Figure 1. Signal wires on met1 (run 1).
(6 px per um) Supply wires on this layer in gray.
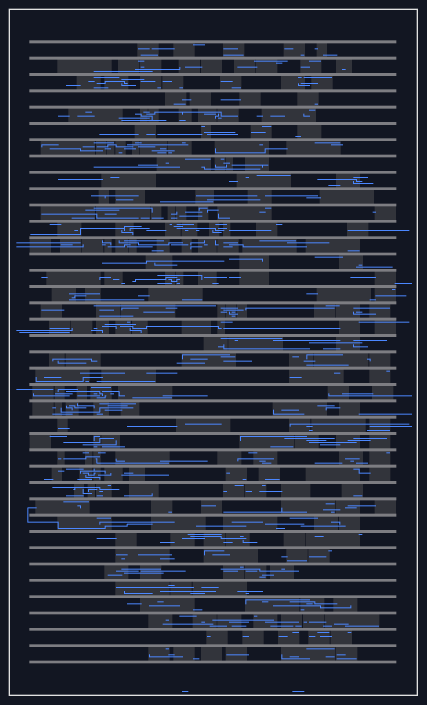
Figure 2. Met2 routing (run 1).
(6 px per um)
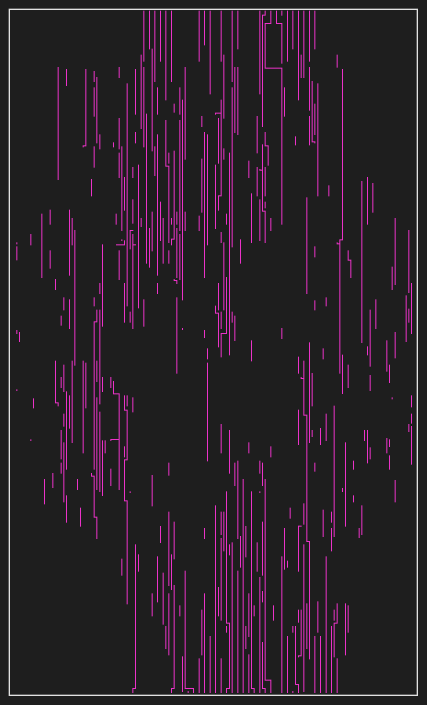
Figure 3. Met3 routing (run 1).
(6 px per um)
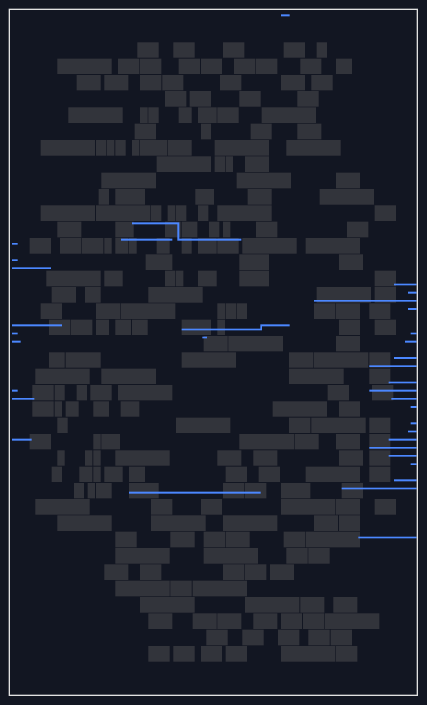
==> config.mk <==
export PLATFORM = sky130hd
export DESIGN_NAME = fetch_unit
export DESIGN_NICKNAME = d
export VERILOG_FILES = /design/src/rtl/fetch_unit.sv
export SDC_FILE = /design/constraint.sdc
export NUM_CORES = 1
export LEC_CHECK = 0
export CAP_MARGIN = 20
export CORE_ASPECT_RATIO = 1.75
export CORE_MARGIN = 3
export CORE_UTILIZATION = 30
export CTS_BUF_LIST = sky130_fd_sc_hd__clkbuf_4 sky130_fd_sc_hd__clkbuf_8 sky130_fd_sc_hd__clkbuf_16
export DETAILED_ROUTE_END_ITERATION = 12
export SLEW_MARGIN = 20
export SYNTH_ARGS = -nofsm -noshare
export SYNTH_HDL_FRONTEND = slang
export SYNTH_SLANG_ARGS = --single-unit
export TNS_END_PERCENT = 10
==> constraint.sdc <==
create_clock -name clk -period 2.5 [get_ports clk]
set_input_delay 0.5 -clock clk [delete_from_list [all_inputs] [get_ports clk]]
set_output_delay 0.5 -clock clk [all_outputs]
set_load 0.05 [all_outputs]
==> flow_metrics.py <==
# Auto-generated metrics
metrics = {
    "worst_hold_path": {
        "worstHoldPathType": "in2async",
    },
    "layout": {
        "syn_to_final_growth_pct": 46.1,
        "lay_top_count": "clkdlybuf4s50_1",
        "largest_reg_flops": 24,
        "drive_gt1_frac": 0.202,
        "nets": 270,
        "num_antenna_cells": 0,
        "stdcell_count": 313,
        "layout_top_cells": "78 x clkdlybuf4s50_1, 46 x dfrtp_1, 30 x mux2_2",
        "fillers": 578,
    },
    "drt": {
        "drt_pre_antenna_iters": 4,
        "antenna_left": 0,
        "drtIter0Drc": 37,
        "wl_per_cell_um": 14.9,
        "viasPerCell": 4.62,
        "drc_errors": 0,
    },
    "worst_setup_path": {
        "critPathSlowestCell": "clkdlybuf4s50_1",
        "path_delay_family": "buffers and inverters",
        "path_buffers": 1,
        "start_kind": "flip-flop",
        "worstRegToRegCells": 4,
        "crit_arrival_ns": 1.64,
        "cp.depth": 1,
        "slowest_delay_ns": 0.86,
        "critical_path_class": "reg2out",
        "end_kind": "output port",
        "worstPathMaxFanout": 7,
        "rrSetupSlack_ns": 0.77,
        "cp_cell_sequence": "clkdlybuf4s50_1",
        "required_ns": 2.00,
    },
    "logic_synthesis": {
        "ys_seq_frac": 0.575,
        "synth_cell_types": 37,
        "syn_nets": 190,
        "top_cell_area_share": 0.575,
        "ys_area_um2": 2000,
        "syn_area_per_cell_um2": 13.2,
        "edf_count": 0,
        "flop_cell": "dfrtp_1",
        "ys_warn_count": 0,
        "synth_area_um2": 2000,
        "yosys-stat-cells": 152,
        "async_flop_share": 1.00,
        "synthTopCellsByArea": "dfrtp_1 57%, mux2_2 17%, buf_6 2.8%, nand2_1 2.1%, o21ai_0 2.0%",
        "yosys_register_bits": 46,
        "syn_inst": 152,
        "yosysTopAreaCell": "dfrtp_1",
    },
    "clocking": {
        "cts.path.max_buffers": 2,
        "clockRootBuffer": "clkbuf_8",
        "cts_tree": "built",
        "htreeDepth": 2,
        "cts.sinks": 46,
        "cts_hold_buf": 0,
        "clock_latency_ns": 0.30,
        "cts_resized": 0,
        "cts_setup_buffers": 0,
        "clk_pin_slew_ns": 0.08,
        "cts-buffers-inserted": 5,
    },
    "placement": {
        "preCtsSetupSlack_ns": 0.495,
        "gp_congestion": 0.736,
        "port_buffers": 79,
        "hpwl_um": 3470,
        "dpl.cell_count": 305,
    },
    "outcome": {
        "status": "complete, no violations",
    },
    "grt": {
        "antenna_found_initial": 0,
        "grt_pass1_wl_um": 7610,
        "grt_max_degree": 47,
        "grt.overflow.total": 0,
        "track_usage": 0.131,
        "grt_pass1_vias": 1581,
    },
    "timing": {
        "skew_ns": 0.00453,
        "fmax_ghz": 0.467,
        "setup_tns_ns": 0,
        "fin_hold_ws_ns": 0.284,
        "tightest_slew_ns": 0.584,
        "setup_viol": 0,
        "finalHoldViolations": 0,
        "rsz0062_at_grt": "false",
        "slew_violations": 0,
        "final.setup.worst_slack_ns": 0.358,
        "min_period_ns": 2.14,
        "max_slew_margin": 0.610,
        "finalCritPeriodShare": 0.857,
    },
    "pwr": {
        "total_power_mw": 4.51,
        "p_leak_nw": 1.21,
        "ir_drop_v": 0.000601,
        "p_per_area_nw_per_um2": 1540,
    },
    "job": {
        "tool_warnings": 26,
        "drv_cap": 0,
    },
    "floorplanning": {
        "core_area_um2": 6320,
        "die_height_um": 114,
        "chipArea_um2": 7730,
        "num_rows": 38,
        "fp_util": 0.317,
        "die_w_um": 67.8,
        "io_pins": 80,
    },
}
Back to the opening pictures, Figure 1:
longest straight run: 20.2 um
share of all routed wire: 38%
main direction: horizontal
WL final: 4670 um
met1 Track Usage GR: 0.135
detailed-route via count: 1,446

Back to the opening pictures, Figure 2:
nets with wire on the layer: 245
main direction: vertical
share of all routed wire: 56%
longest straight run: 37.1 um
global routing usage on met2: 0.245

Back to the opening pictures, Figure 3:
wire length on this layer: 191 um
longest straight run: 21.6 um
share of all routed wire: 4.1%
main direction: horizontal
nets with wire on the layer: 33
met3 Usage GRT: 0.0285

run 1: kinds of logic (layout without fill, tap and decap cells):
logic type,after synthesis,after routing,synth area share
DFF,46,46,0.575
AOI/OAI and AO/OA,24,24,0.0762
adders and majority gates,1,1,0.00625
xor gates and xnor gates,4,4,0.0175
and+or+nand+nor,31,31,0.0887
buffers and inverters,11,92,0.0418
muxes,35,35,0.195
run 1: worst register-to-register path, stage by stage, from the launching register on:
cell and delay (ns):
dfrtp_1 0.49, inv_2 0.10, nor3_4 0.22, buf_4 0.41
mux2_2 0.41
run 1: through the flow:
step,utilization,cell area (um^2)
after floorplan,-,2000
after global placement,0.448,2830
after detailed placement,0.448,2830
after CTS,0.463,2930
after global routing,0.463,2930
final,0.463,2930
run 1: routing by layer:
layer	track usage	wire length (um)	vias up
li1	-	-	701
met1	0.135	1780	701
met2	0.245	2610	39
met3	0.0285	191	5
met4	0.0558	93	0
met5	0	0	-
run 1: report_power, final:
part / leakage (nW) / switching (mW) / internal, mW
registers: 0.554 / 0.275 / 1.10
logic: 0.608 / 1.65 / 1.01
clock network: 0.0517 / 0.246 / 0.234
run 1: cell usage after synthesis, types with 3 or more instances:
cell type,instances
buf_6,5
xnor2_1,3
mux2i_1,3
nand3_1,4
nor2_1,4
nand2_1,11
o21ai_0,8
a21oi_1,5
dfrtp_1,46
mux2_2,30
run 1: final cells by class:
type | count | area [um^2] | area share
clock buffer | 7 | 90.1 | 0.0308
multi-input combinational | 95 | 768 | 0.263
timing repair buffer | 81 | 801 | 0.274
inverter | 3 | 11.3 | 0.00385
sequential | 46 | 1150 | 0.393
tap | 80 | 100 | 0.0342
clock inverter | 1 | 5.00 | 0.00171
Power is estimated from default activity; no workload was simulated.
